### src/rtl/ofdm_symbol_scheduler.sv
// rtl/ofdm_symbol_scheduler.sv - OFDM frame-timing scheduler feeding the FFT demodulator
//
// Tracks symbol/subframe/SFN boundaries and the CP length of every symbol once an
// SSB start has been reported, and forwards each sample with one cycle of latency.
// Optional statistics counters are built when SYMBOL_SCHED_STATS_EN is defined.
//
// Ports:
//   clk_i, reset_i          clock, synchronous active-high reset
//   s_axis_in_tdata/tvalid  raw time-domain samples {im, re}, not stallable
//   SSB_start_i             first CP sample of the SSB symbol
//   sfn_i/subframe_i/symbol_i  SSB timing indices, sampled with SSB_start_i
//   m_axis_out_tdata/tuser/tlast/tvalid  forwarded sample, {sfn, subframe, symbol, cp_len}
//   locked_o                timing established
//   resync_o                one-cycle pulse on realignment of a locked timing
//   cfg_err_o               one-cycle pulse on an SSB start with out-of-range indices
//   resync_cnt_o, sym_cnt_o statistics (SYMBOL_SCHED_STATS_EN only)
module ofdm_symbol_scheduler #(
    parameter int IN_DW               = 32,
    parameter int NFFT                = 8,
    parameter int CP1                 = 20 * (2 ** NFFT) / 256,
    parameter int CP2                 = 18 * (2 ** NFFT) / 256,
    parameter int SYM_PER_SF          = 14,
    parameter int SUBFRAMES_PER_FRAME = 20,
    parameter int SFN_MAX             = 1023,
    localparam int SFN_W = $clog2(SFN_MAX),
    localparam int SF_W  = $clog2(SUBFRAMES_PER_FRAME - 1),
    localparam int SYM_W = $clog2(SYM_PER_SF - 1),
    localparam int CP_W  = $clog2(CP1),
    localparam int TU_W  = SFN_W + SF_W + SYM_W + CP_W
) (
    input  logic              clk_i,
    input  logic              reset_i,
    input  logic [IN_DW-1:0]  s_axis_in_tdata,
    input  logic              s_axis_in_tvalid,
    input  logic              SSB_start_i,
    input  logic [SFN_W-1:0]  sfn_i,
    input  logic [SF_W-1:0]   subframe_i,
    input  logic [SYM_W-1:0]  symbol_i,
    output logic [IN_DW-1:0]  m_axis_out_tdata,
    output logic [TU_W-1:0]   m_axis_out_tuser,
    output logic              m_axis_out_tlast,
    output logic              m_axis_out_tvalid,
    output logic              locked_o,
    output logic              resync_o,
`ifdef SYMBOL_SCHED_STATS_EN
    output logic [15:0]       resync_cnt_o,
    output logic [31:0]       sym_cnt_o,
`endif
    output logic              cfg_err_o
);

    localparam int FFT_LEN = 2 ** NFFT;
    localparam int SAMP_W  = $clog2(CP1 + FFT_LEN);

    localparam logic [SFN_W-1:0]  SFN_LAST  = SFN_W'(SFN_MAX);
    localparam logic [SF_W-1:0]   SF_LAST   = SF_W'(SUBFRAMES_PER_FRAME - 1);
    localparam logic [SYM_W-1:0]  SYM_LAST  = SYM_W'(SYM_PER_SF - 1);
    localparam logic [SAMP_W-1:0] LEN1_LAST = SAMP_W'(CP1 + FFT_LEN - 1);
    localparam logic [SAMP_W-1:0] LEN2_LAST = SAMP_W'(CP2 + FFT_LEN - 1);

    typedef enum logic {
        ST_UNLOCKED = 1'b0,
        ST_LOCKED   = 1'b1
    } state_t;

    state_t              state_q, state_d;
    logic [SFN_W-1:0]    sfn_q, sfn_d;
    logic [SF_W-1:0]     sf_q, sf_d;
    logic [SYM_W-1:0]    sym_q, sym_d;
    logic [SAMP_W-1:0]   samp_q, samp_d;

    logic [IN_DW-1:0]    tdata_q;
    logic [TU_W-1:0]     tuser_q, tuser_d;
    logic                tlast_q, tvalid_q, resync_q, cfg_err_q;

    logic                ssb_ev, range_ok, aligned, load, resync_d, cfg_err_d;
    logic                emit, is_last;
    logic [SFN_W-1:0]    eff_sfn;
    logic [SF_W-1:0]     eff_sf;
    logic [SYM_W-1:0]    eff_sym;
    logic [SAMP_W-1:0]   eff_samp, sym_last;
    logic [CP_W-1:0]     cp_len;

    always_comb begin
        state_d   = state_q;
        sfn_d     = sfn_q;
        sf_d      = sf_q;
        sym_d     = sym_q;
        samp_d    = samp_q;

        ssb_ev    = s_axis_in_tvalid && SSB_start_i;
        range_ok  = (subframe_i <= SF_LAST) && (symbol_i <= SYM_LAST);
        aligned   = (samp_q == '0) && (sfn_q == sfn_i) && (sf_q == subframe_i)
                    && (sym_q == symbol_i);
        // An aligned SSB while locked is a no-op; anything else with good indices reloads.
        load      = ssb_ev && range_ok && ((state_q == ST_UNLOCKED) || !aligned);
        resync_d  = ssb_ev && range_ok && (state_q == ST_LOCKED) && !aligned;
        cfg_err_d = ssb_ev && !range_ok;
        emit      = s_axis_in_tvalid && ((state_q == ST_LOCKED) || load);

        // Counters as seen by the current sample: a reload makes it sample 0.
        eff_sfn   = load ? sfn_i      : sfn_q;
        eff_sf    = load ? subframe_i : sf_q;
        eff_sym   = load ? symbol_i   : sym_q;
        eff_samp  = load ? '0         : samp_q;

        cp_len    = (eff_sym == '0) ? CP_W'(CP1) : CP_W'(CP2);
        sym_last  = (eff_sym == '0) ? LEN1_LAST : LEN2_LAST;
        // A reloaded sample sits at index 0, so a coincident resync never raises tlast.
        is_last   = emit && (eff_samp == sym_last);
        tuser_d   = {eff_sfn, eff_sf, eff_sym, cp_len};

        if (load) begin
            state_d = ST_LOCKED;
        end

        if (emit) begin
            sfn_d = eff_sfn;
            sf_d  = eff_sf;
            sym_d = eff_sym;
            if (is_last) begin
                samp_d = '0;
                if (eff_sym == SYM_LAST) begin
                    sym_d = '0;
                    if (eff_sf == SF_LAST) begin
                        sf_d  = '0;
                        sfn_d = (eff_sfn == SFN_LAST) ? '0 : eff_sfn + 1'b1;
                    end else begin
                        sf_d = eff_sf + 1'b1;
                    end
                end else begin
                    sym_d = eff_sym + 1'b1;
                end
            end else begin
                samp_d = eff_samp + 1'b1;
            end
        end
    end

    always_ff @(posedge clk_i) begin
        if (reset_i) begin
            state_q   <= ST_UNLOCKED;
            sfn_q     <= '0;
            sf_q      <= '0;
            sym_q     <= '0;
            samp_q    <= '0;
            tdata_q   <= '0;
            tuser_q   <= '0;
            tlast_q   <= 1'b0;
            tvalid_q  <= 1'b0;
            resync_q  <= 1'b0;
            cfg_err_q <= 1'b0;
        end else begin
            state_q   <= state_d;
            sfn_q     <= sfn_d;
            sf_q      <= sf_d;
            sym_q     <= sym_d;
            samp_q    <= samp_d;
            if (s_axis_in_tvalid) begin
                tdata_q <= s_axis_in_tdata;
            end
            if (emit) begin
                tuser_q <= tuser_d;
            end
            tlast_q   <= is_last;
            tvalid_q  <= emit;
            resync_q  <= resync_d;
            cfg_err_q <= cfg_err_d;
        end
    end

`ifdef SYMBOL_SCHED_STATS_EN
    logic [15:0] resync_cnt_q;
    logic [31:0] sym_cnt_q;

    always_ff @(posedge clk_i) begin
        if (reset_i) begin
            resync_cnt_q <= '0;
            sym_cnt_q    <= '0;
        end else begin
            if (resync_d && (resync_cnt_q != 16'hFFFF)) begin
                resync_cnt_q <= resync_cnt_q + 16'd1;
            end
            if (is_last) begin
                sym_cnt_q <= sym_cnt_q + 32'd1;
            end
        end
    end

    assign resync_cnt_o = resync_cnt_q;
    assign sym_cnt_o    = sym_cnt_q;
`endif

    assign m_axis_out_tdata  = tdata_q;
    assign m_axis_out_tuser  = tuser_q;
    assign m_axis_out_tlast  = tlast_q;
    assign m_axis_out_tvalid = tvalid_q;
    assign locked_o          = (state_q == ST_LOCKED);
    assign resync_o          = resync_q;
    assign cfg_err_o         = cfg_err_q;

endmodule

### config.mk
export PLATFORM = sky130hd
export DESIGN_NAME = ofdm_symbol_scheduler
export DESIGN_NICKNAME = d
export VERILOG_FILES = /design/src/rtl/ofdm_symbol_scheduler.sv
export SDC_FILE = /design/constraint.sdc
export NUM_CORES = 1
export LEC_CHECK = 0
export ABC_CLOCK_PERIOD_IN_PS = 5230
export CAP_MARGIN = 20
export CORE_AREA = 10 10 130 132
export CTS_BUF_LIST = sky130_fd_sc_hd__clkbuf_4
export CTS_CLUSTER_SIZE = 28
export DETAILED_ROUTE_END_ITERATION = 12
export DIE_AREA = 0 0 140 142
export HOLD_SLACK_MARGIN = 0.08
export SLEW_MARGIN = 25
export SYNTH_ARGS = -nofsm -noshare
export SYNTH_HDL_FRONTEND = slang
export SYNTH_SLANG_ARGS = --single-unit
### constraint.sdc
create_clock -name clk_i -period 5.23 [get_ports clk_i]
set_input_delay 0.7845 -clock clk_i [delete_from_list [all_inputs] [get_ports clk_i]]
set_output_delay 0.7845 -clock clk_i [all_outputs]
set_load 0.05 [all_outputs]
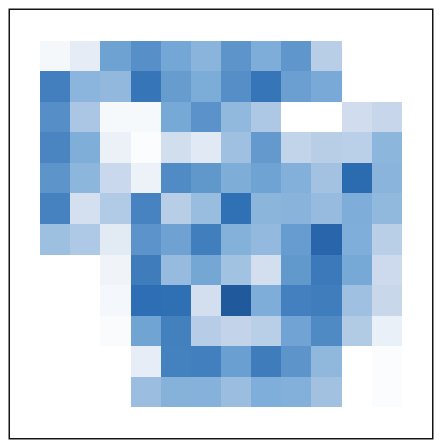
run_1/cell_density.png
14 x 14 tiles, from white (low) to dark blue (high), 0 to 100% covered.
fullest tile	83%
emptiest ninth of the die	south-west
densest ninth of the die	center
mean over tiles	27%
tiles over 75% full	2.0%
nearly empty tiles	38%

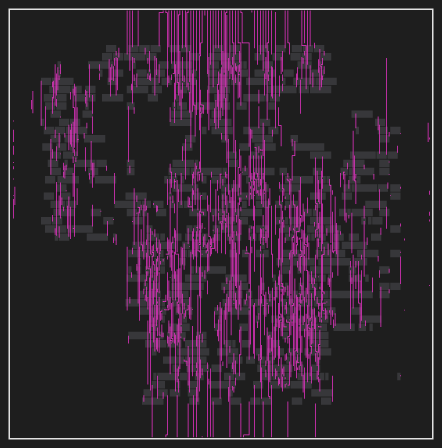
run_1/layer_met2.png
share of all routed wire	49%
nets with wire on the layer	538

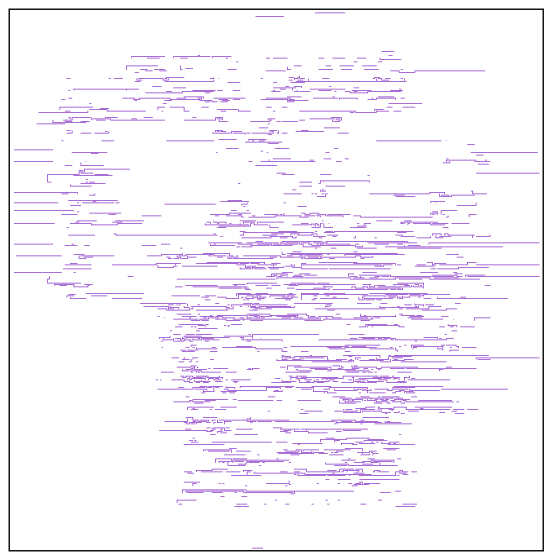
run_1/layer_met1.png
wire length on this layer	5430 um
share of all routed wire	41%
longest straight run	30.8 um
main direction	horizontal
met1 Use GR: 14.93%
WL final: 13.18 mm
DR vias: 3899

## run 1: layer usage
metal  vias up  routed length, um  track usage (%)
met3        12               1065            5.040
met2       109               6509            21.65
li1       1940                  -                -
met5         -                  0                0
met1      1838               5432            14.93
met4         0                170            4.457
## run 1: flip-flops by register name, indices dropped and copies added, names as in the netlist
name / count
m_axis_out_tlast: 1
cfg_err_o: 1
m_axis_out_tdata: 32
samp_q: 9
m_axis_out_tuser: 22
sym_q: 4
sf_q: 5
locked_o: 1
sfn_q: 10
resync_o: 1
m_axis_out_tvalid: 1
## run 1: cells by family after synthesis
kind of cell               count (synthesis)
and+or+nand+nor                          185
muxes                                     48
adders and majority gates                  3
buffers and inverters                     51
other                                      1
xor gates and xnor gates                  24
AOI/OAI and AO/OA                         95
DFF                                       87
==> flow_metrics.env, run 1 <==
# physical design summary
export IMPL_endpoint_kind="flop"
export IMPL_async_flop_share_pct=0
export IMPL_seq_power_uw=728
export IMPL_cts_buffers=9
export IMPL_syn2layout_area_growth_pct=33.83
export IMPL_post_route_period_util_pct=80.61
export IMPL_hold_path_class="reg -> reg"
export IMPL_required_ns=5.58
export IMPL_io_pins=116
export IMPL_startpoint="subframe_i[3]"
export IMPL_fin_ws_ns=1.014
export IMPL_stdcell_count=774
export IMPL_fmax_ghz=0.2372
export IMPL_dominantRegCellSynth="dfxtp_1"
export IMPL_place_ws_ns=0.6507
export IMPL_antenna_found_initial=1
export IMPL_seq_area_share_pct=30.76
export IMPL_yosys_area_mm2=0.004232
export IMPL_period_minus_slack_ns=4.216
export IMPL_r2r_end="sfn_q[5]$_SDFFE_PP0P_"
export IMPL_inv_count=12
export IMPL_finClkSkew_ns=0.01845
export IMPL_arrival_ns=4.56
export IMPL_design_die_area_mm2=0.01988
export IMPL_p_int_uw=1142
export IMPL_relSlewSlack_pct=32.29
export IMPL_netlist_logic_family_top="simple AND/OR/NAND/NOR gates"
export IMPL_lay_top_count="clkdlybuf4s50_1"
export IMPL_reg2reg_from="samp_q[1]$_SDFFE_PP0P_"
export IMPL_leakage_uw=0.002110
export IMPL_syn_avg_cell_area_um2=8.566
export IMPL_critical_path_max_stage_delay_ns=0.67
export IMPL_drt_iter0_drc=315
export IMPL_cts_tree="done"
export IMPL_clock_latency_ns=0.46
export IMPL_avgRoutedWirePerCell_um=17.03
export IMPL_initial_core_util_pct=29.56
export IMPL_rsz0062_at_grt="no"
export IMPL_numPortBuffers=113
export IMPL_drive_gt1_share_pct=5.085
export IMPL_path_buffers=2
export IMPL_drc=0
export IMPL_cts_root_buf="clkbuf_4"
export IMPL_synth_distinct_cells=52
export IMPL_crit_chain="clkdlybuf4s50_1 > o21ai_0 > and4_1 > o31a_1 > mux2i_1 > inv_1 > ha_1 > and3b_1 > and2_1 > nand4_1 > o211ai_1 > o22ai_1 > a22o_1"
export IMPL_diodes=0
export IMPL_synth_simple_area_share_pct=21.47
export IMPL_ys_cells=494
export IMPL_most_common_cell="dfxtp_1"
export IMPL_dp_cells=758
export IMPL_core_area_mm2=0.01431
export IMPL_grt_max_degree=76
export IMPL_first_pass_iters=4
export IMPL_viasPerCell=5.037
export IMPL_slowest_stage="o31a_1"
export IMPL_comb_multi_input_count=357
export IMPL_mostFrequentLayoutCells="clkdlybuf4s50_1 (111), dfxtp_1 (87), nor2_1 (68)"
export IMPL_synth_xor_xnor_area_share_pct=4.967
export IMPL_path_depth=13
export IMPL_ys_sh_adder_pct=0.8870
export IMPL_die_h_um=142
export IMPL_synth_flops=87
export IMPL_synthDominantCellAreaShare_pct=41.16
export IMPL_fillers=1439
export IMPL_path_max_fanout=17
export IMPL_dp_hpwl_mm=9.623
export IMPL_p_clk_uw=537
export IMPL_htreeDepth=3
export IMPL_largest_cell_class="logic gates"
export IMPL_clkSinkCount=87
export IMPL_holdPathStages=2
export IMPL_fin_area_mm2=0.005663
export IMPL_synth_seq_share_pct=41.16
export IMPL_buffers_excl_clock=118
export IMPL_hold_buffers=0
export IMPL_setup_violations=0
export IMPL_cts_path_max_buffers=2
export IMPL_maxSlewViolCount=0
export IMPL_clockNetworkAreaShare_pct=3.734
export IMPL_final_hold_viol_count=0
export IMPL_finalPower_uw=1624
export IMPL_critPathTopFamily="AND-OR/OR-AND gates"
export IMPL_grt_pass1_vias=3933
export IMPL_final_util_pct=39.56
export IMPL_seq_power_share_pct=44.8
export IMPL_whs_endpoint="m_axis_out_tuser[1]$_SDFFE_PP0P_"
export IMPL_synthAoiAreaFrac_pct=14.55
export IMPL_area_leaders="dfxtp_1 (41%), mux2i_1 (11%), nor2_1 (6.0%), xor2_1 (4.6%), a21oi_1 (3.1%)"
export IMPL_pg_comb_uw=359
export IMPL_final_comb_area_mm2=0.002276
export IMPL_gp_congestion=0.9268
export IMPL_worst_setup_path_start_kind="input pin"
export IMPL_die_x_um=140
export IMPL_r2r_slack_ns=1.32
export IMPL_peakVddDrop_mv=0.1236
export IMPL_comb_share_pct=40.19
export IMPL_cts_resized=0
export IMPL_p_comb_share_pct=22.1
export IMPL_ys_warn_count=0
export IMPL_status="finished, final reports clean"
export IMPL_buf_share_pct=20.46
export IMPL_syn_cell_area_mm2=0.004232
export IMPL_placed_cell_area_mm2=0.005451
export IMPL_whs_ns=0.4776
export IMPL_ys_top_cells_by_count="dfxtp_1 (87), nor2_1 (68), mux2i_1 (45)"
export IMPL_layout_nets=643
export IMPL_ant_nets=0
export IMPL_power_density_mw_per_mm2=286.8
export IMPL_r2r_worst_path_cells=13
export IMPL_p_clk_share_pct=33.0
export IMPL_grt_util_all_layers_pct=13.00
export IMPL_nWellTaps=184
export IMPL_tightest_slew_ns=1.008
export IMPL_flops=87
export IMPL_power_leader="registers"
export IMPL_warnings=26
export IMPL_sequential_cell_area_mm2=0.001742
export IMPL_switching_power_uw=482.2
export IMPL_synthMuxAreaShare_pct=11.44
export IMPL_cp_endpoint="sfn_q[5]$_SDFFE_PP0P_"
export IMPL_edf_count=0
export IMPL_post_cts_setup_buffers=0
export IMPL_min_delay_start="m_axis_out_tuser[1]$_SDFFE_PP0P_"
export IMPL_switching_share_pct=29.69
export IMPL_overflow=0
export IMPL_rows=44
export IMPL_criticalPathCategory="in -> reg"
export IMPL_clock_buffers=11
export IMPL_setup_tns_final_ns=0
export IMPL_clkTransAtPathRegs_ns=0.13
export IMPL_grt_pass1_wl_mm=21.11
export IMPL_syn_inst=494
export IMPL_drv_cap=0
export IMPL_largest_area_cell="dfxtp_1"
run_1/flops_by_reg.png
Other sequential cells in the stronger gray, the rest of the logic in the fainter gray.
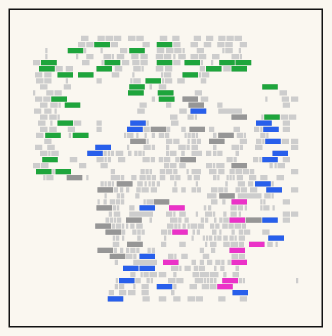

## Run 2: what changed since run 1
Settings changed: ABC_CLOCK_PERIOD_IN_PS 5230 to 3430.
Clock period 5.23 ns to 3.43 ns, I/O delays scaled along.
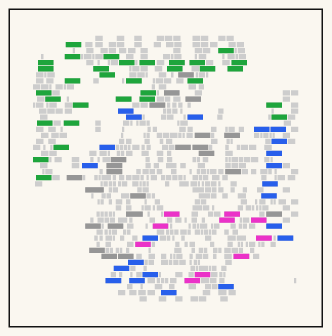
run_2/flops_by_reg.png
Other sequential cells in the stronger gray, the rest of the logic in the fainter gray.
name in the netlist	color	flops
m_axis_out_tdata	green	32
sfn_q	magenta	10
m_axis_out_tuser	blue	22
not colored	23
area occupied by registers: 0.001747 mm^2
P_seq: 1110 uW
Seq area share: 29.38%
fin util: 41.53%

==> flow_metrics.env, run 2 <==
# physical design summary
export IMPL_rows=44
export IMPL_placed_cell_area_mm2=0.005744
export IMPL_clockNetworkAreaShare_pct=2.210
export IMPL_hold_path_class="in -> reg"
export IMPL_numPortBuffers=113
export IMPL_cts_tree="done"
export IMPL_post_route_period_util_pct=95.44
export IMPL_clock_buffers=9
export IMPL_stdcell_count=817
export IMPL_r2r_slack_ns=0.16
export IMPL_avgRoutedWirePerCell_um=16.53
export IMPL_buffers_excl_clock=161
export IMPL_wl_met3_mm=1.019
export IMPL_status="finished, final reports clean"
export IMPL_area_leaders="dfxtp_1 (41%), mux2i_1 (11%), nor2_1 (6.0%), xor2_1 (4.6%), a21oi_1 (3.1%)"
export IMPL_drt_iter0_drc=265
export IMPL_synth_seq_share_pct=41.16
export IMPL_met2_usage_pct=21.31
export IMPL_period_minus_slack_ns=3.274
export IMPL_fmax_ghz=0.3055
export IMPL_leakage_uw=0.002281
export IMPL_crit_chain="or4_4 > nor4_2 > nand4_1 > o31a_1 > mux2i_1 > inv_1 > ha_2 > and3b_1 > and2_4 > nand4_1 > o211ai_1 > o22ai_1 > a22o_1"
export IMPL_critical_path_max_stage_delay_ns=0.52
export IMPL_dp_hpwl_mm=10.22
export IMPL_switching_share_pct=35.03
export IMPL_hold_buffers=0
export IMPL_overflow=0
export IMPL_ys_cells=494
export IMPL_largest_register_ff_count=32
export IMPL_largest_cell_class="logic gates"
export IMPL_grt_pass1_wl_mm=21.50
export IMPL_highest_layer="met4"
export IMPL_syn_avg_cell_area_um2=8.566
export IMPL_ys_sh_adder_pct=0.8870
export IMPL_worst_setup_path_start_kind="flop"
export IMPL_edf_count=0
export IMPL_clock_latency_ns=0.48
export IMPL_gp_congestion=0.9343
export IMPL_comb_share_pct=38.86
export IMPL_power_leader="registers"
export IMPL_cts_path_max_buffers=2
export IMPL_met3_usage_pct=4.940
export IMPL_setup_tns_final_ns=0
export IMPL_syn_inst=494
export IMPL_drv_cap=0
export IMPL_fillers=1420
export IMPL_lay_top_count="clkdlybuf4s50_1"
export IMPL_grt_util_all_layers_pct=13.20
export IMPL_seq_power_share_pct=48.8
export IMPL_startpoint="samp_q[0]$_SDFFE_PP0P_"
export IMPL_use_met1_pct=15.82
export IMPL_io_pins=116
export IMPL_power_density_mw_per_mm2=381.0
export IMPL_ys_warn_count=0
export IMPL_design_die_area_mm2=0.01988
export IMPL_r2r_end="sfn_q[7]$_SDFFE_PP0P_"
export IMPL_endpoint_kind="flop"
export IMPL_critPathTopFamily="simple AND/OR/NAND/NOR gates"
export IMPL_core_area_mm2=0.01431
export IMPL_fin_area_mm2=0.005944
export IMPL_switching_power_uw=793.6
export IMPL_synth_distinct_cells=52
export IMPL_relSlewSlack_pct=54.20
export IMPL_cts_root_buf="clkbuf_4"
export IMPL_synthDominantCellAreaShare_pct=41.16
export IMPL_path_buffers=1
export IMPL_flops=87
export IMPL_cts_buffers=9
export IMPL_required_ns=3.81
export IMPL_peakVddDrop_mv=0.1570
export IMPL_num_vias=4030
export IMPL_p_clk_uw=569
export IMPL_finClkSkew_ns=0.01579
export IMPL_ys_top_cells_by_count="dfxtp_1 (87), nor2_1 (68), mux2i_1 (45)"
export IMPL_async_flop_share_pct=0
export IMPL_synth_simple_area_share_pct=21.47
export IMPL_wl_met2_mm=6.534
export IMPL_syn_cell_area_mm2=0.004232
export IMPL_pg_comb_uw=590
export IMPL_cp_endpoint="sfn_q[7]$_SDFFE_PP0P_"
export IMPL_mostFrequentLayoutCells="clkdlybuf4s50_1 (111), dfxtp_1 (85), nor2_1 (68)"
export IMPL_routed_wl_mm=13.50
export IMPL_dp_cells=797
export IMPL_final_hold_viol_count=0
export IMPL_clkTransAtPathRegs_ns=0.15
export IMPL_whs_ns=0.4795
export IMPL_grt_pass1_vias=4103
export IMPL_die_h_um=142
export IMPL_initial_core_util_pct=29.56
export IMPL_p_int_uw=1472
export IMPL_path_depth=13
export IMPL_synthMuxAreaShare_pct=11.44
[run 2: how the worst min path moves through the flow]
stage                                           from                          endpoint  slack (ns)  cells past startpoint
CTS                                          reset_i             sfn_q[6]$_SDFFE_PP0P_        0.43                      4
global route                                 reset_i             sfn_q[6]$_SDFFE_PP0P_        0.46                      4
detailed placement  m_axis_out_tuser[1]$_SDFFE_PP0P_  m_axis_out_tuser[1]$_SDFFE_PP0P_        0.46                      2
finish                                       reset_i             sfn_q[6]$_SDFFE_PP0P_        0.48                      4
global placement    m_axis_out_tuser[4]$_SDFFE_PP0P_  m_axis_out_tuser[4]$_SDFFE_PP0P_        0.45                      1
floorplan                     samp_q[8]$_SDFFE_PP0P_            samp_q[8]$_SDFFE_PP0P_        0.46                      2
run_2/placement.png
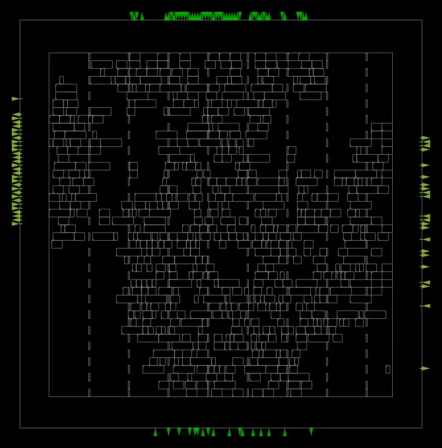

## Run 3: what changed since run 2
--- a/config.mk
+++ b/config.mk
@@ -14,4 +14,5 @@
 export DIE_AREA = 0 0 140 142
 export HOLD_SLACK_MARGIN = 0.08
+export PLACE_DENSITY = 0.63
 export SLEW_MARGIN = 25
 export SYNTH_ARGS = -nofsm -noshare
==> constraint.sdc (replaced) <==
create_clock -name clk_i -period 3.43 [get_ports clk_i]
set_input_delay 0.686 -clock clk_i [delete_from_list [all_inputs] [get_ports clk_i]]
set_output_delay 0.686 -clock clk_i [all_outputs]
set_load 0.05 [all_outputs]
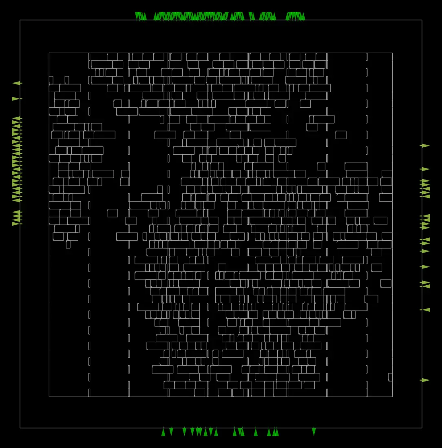
run_3/placement.png
fill count: 1449
fin util: 41.96%
num rows: 44
post-route insts no fill: 820

==> flow_metrics.env, run 3 <==
# physical design summary
export IMPL_status="finished, final reports clean"
export IMPL_clock_buffers=10
export IMPL_htreeDepth=3
export IMPL_endpoint_kind="flop"
export IMPL_buffers_excl_clock=164
export IMPL_clockNetworkAreaShare_pct=2.042
export IMPL_ys_sh_adder_pct=0.8870
export IMPL_synth_seq_share_pct=41.16
export IMPL_pg_comb_uw=596
export IMPL_numPortBuffers=113
export IMPL_leakage_uw=0.002375
export IMPL_p_clk_uw=537
export IMPL_slowest_stage="clkdlybuf4s50_1"
export IMPL_synth_simple_area_share_pct=21.47
export IMPL_synthMuxAreaShare_pct=11.44
export IMPL_p_int_uw=1469
export IMPL_relSlewSlack_pct=46.71
export IMPL_cts_root_buf="clkbuf_4"
export IMPL_gp_congestion=0.9201
export IMPL_drt_iter0_drc=295
export IMPL_cts_buffers=9
export IMPL_edf_count=0
export IMPL_syn_cell_area_mm2=0.004232
export IMPL_synth_distinct_cells=52
export IMPL_switching_power_uw=771.3
export IMPL_initial_core_util_pct=29.56
export IMPL_flops=87
export IMPL_peakVddDrop_mv=0.1421
export IMPL_design_die_area_mm2=0.01988
export IMPL_cts_path_max_buffers=2
export IMPL_met3_usage_pct=4.339
export IMPL_mostFrequentLayoutCells="clkdlybuf4s50_1 (101), dfxtp_1 (86), nor2_1 (68)"
export IMPL_power_density_mw_per_mm2=373.1
export IMPL_overflow=0
export IMPL_drv_cap=0
export IMPL_final_comb_area_mm2=0.002336
export IMPL_yosys_area_mm2=0.004232
export IMPL_worst_setup_path_start_kind="input pin"
export IMPL_routed_wl_mm=13.54
export IMPL_largest_register_ff_count=32
export IMPL_syn_avg_cell_area_um2=8.566
export IMPL_sequential_cell_area_mm2=0.001743
export IMPL_ys_warn_count=0
export IMPL_avgRoutedWirePerCell_um=16.51
export IMPL_ys_cells=494
export IMPL_crit_chain="clkdlybuf4s50_1 > xor2_1 > nor4_2 > nand4_1 > o31a_1 > mux2i_1 > inv_1 > ha_4 > and3b_1 > and2_4 > nand4_1 > o211ai_1 > o22ai_1 > a22o_1"
export IMPL_critPathTopFamily="AND-OR/OR-AND gates"
export IMPL_grt_pass1_wl_mm=21.61
export IMPL_setup_tns_final_ns=0
export IMPL_highest_layer="met4"
export IMPL_post_route_period_util_pct=96.97
export IMPL_clkTransAtPathRegs_ns=0.15
export IMPL_wl_met3_mm=1.033
export IMPL_use_met1_pct=14.78
export IMPL_finClkSkew_ns=0.01912
export IMPL_dp_hpwl_mm=10.04
export IMPL_met2_usage_pct=22.20
export IMPL_syn2layout_area_growth_pct=41.93
export IMPL_critical_path_max_stage_delay_ns=0.46
export IMPL_comb_share_pct=38.90
export IMPL_power_leader="registers"
export IMPL_wl_met2_mm=6.788
export IMPL_placed_cell_area_mm2=0.005752
export IMPL_hold_buffers=0
export IMPL_whs_ns=0.4752
export IMPL_die_h_um=142
export IMPL_largest_cell_class="logic gates"
export IMPL_hold_path_class="reg -> reg"
export IMPL_seq_power_share_pct=49.4
export IMPL_lay_top_count="clkdlybuf4s50_1"
export IMPL_fin_area_mm2=0.006006
export IMPL_final_hold_viol_count=0
export IMPL_core_area_mm2=0.01431
export IMPL_clock_latency_ns=0.46
export IMPL_async_flop_share_pct=0
export IMPL_syn_inst=494
export IMPL_seq_area_share_pct=29.02
export IMPL_synthDominantCellAreaShare_pct=41.16
export IMPL_cts_tree="done"
export IMPL_ys_top_cells_by_count="dfxtp_1 (87), nor2_1 (68), mux2i_1 (45)"
export IMPL_fmax_ghz=0.3007
export IMPL_area_leaders="dfxtp_1 (41%), mux2i_1 (11%), nor2_1 (6.0%), xor2_1 (4.6%), a21oi_1 (3.1%)"
export IMPL_grt_util_all_layers_pct=13.15
export IMPL_period_minus_slack_ns=3.326
export IMPL_grt_pass1_vias=4244
export IMPL_grt_max_degree=75
[run 3: path summary, 6_finish.rpt]
| path | cells past startpoint | startpoint | end | slack (ns) |
|---|---|---|---|---|
| setup / recovery | 14 | symbol_i[2] | sfn_q[3]$_SDFFE_PP0P_ | 0.10 |
| hold / removal | 2 | m_axis_out_tuser[1]$_SDFFE_PP0P_ | m_axis_out_tuser[1]$_SDFFE_PP0P_ | 0.48 |
| setup reg to reg | 14 | sfn_q[6]$_SDFFE_PP0P_ | sfn_q[3]$_SDFFE_PP0P_ | 0.18 |
| hold reg to reg | 2 | m_axis_out_tuser[1]$_SDFFE_PP0P_ | m_axis_out_tuser[1]$_SDFFE_PP0P_ | 0.48 |
Power figures rest on the tool's default switching activity, not on a simulated workload.
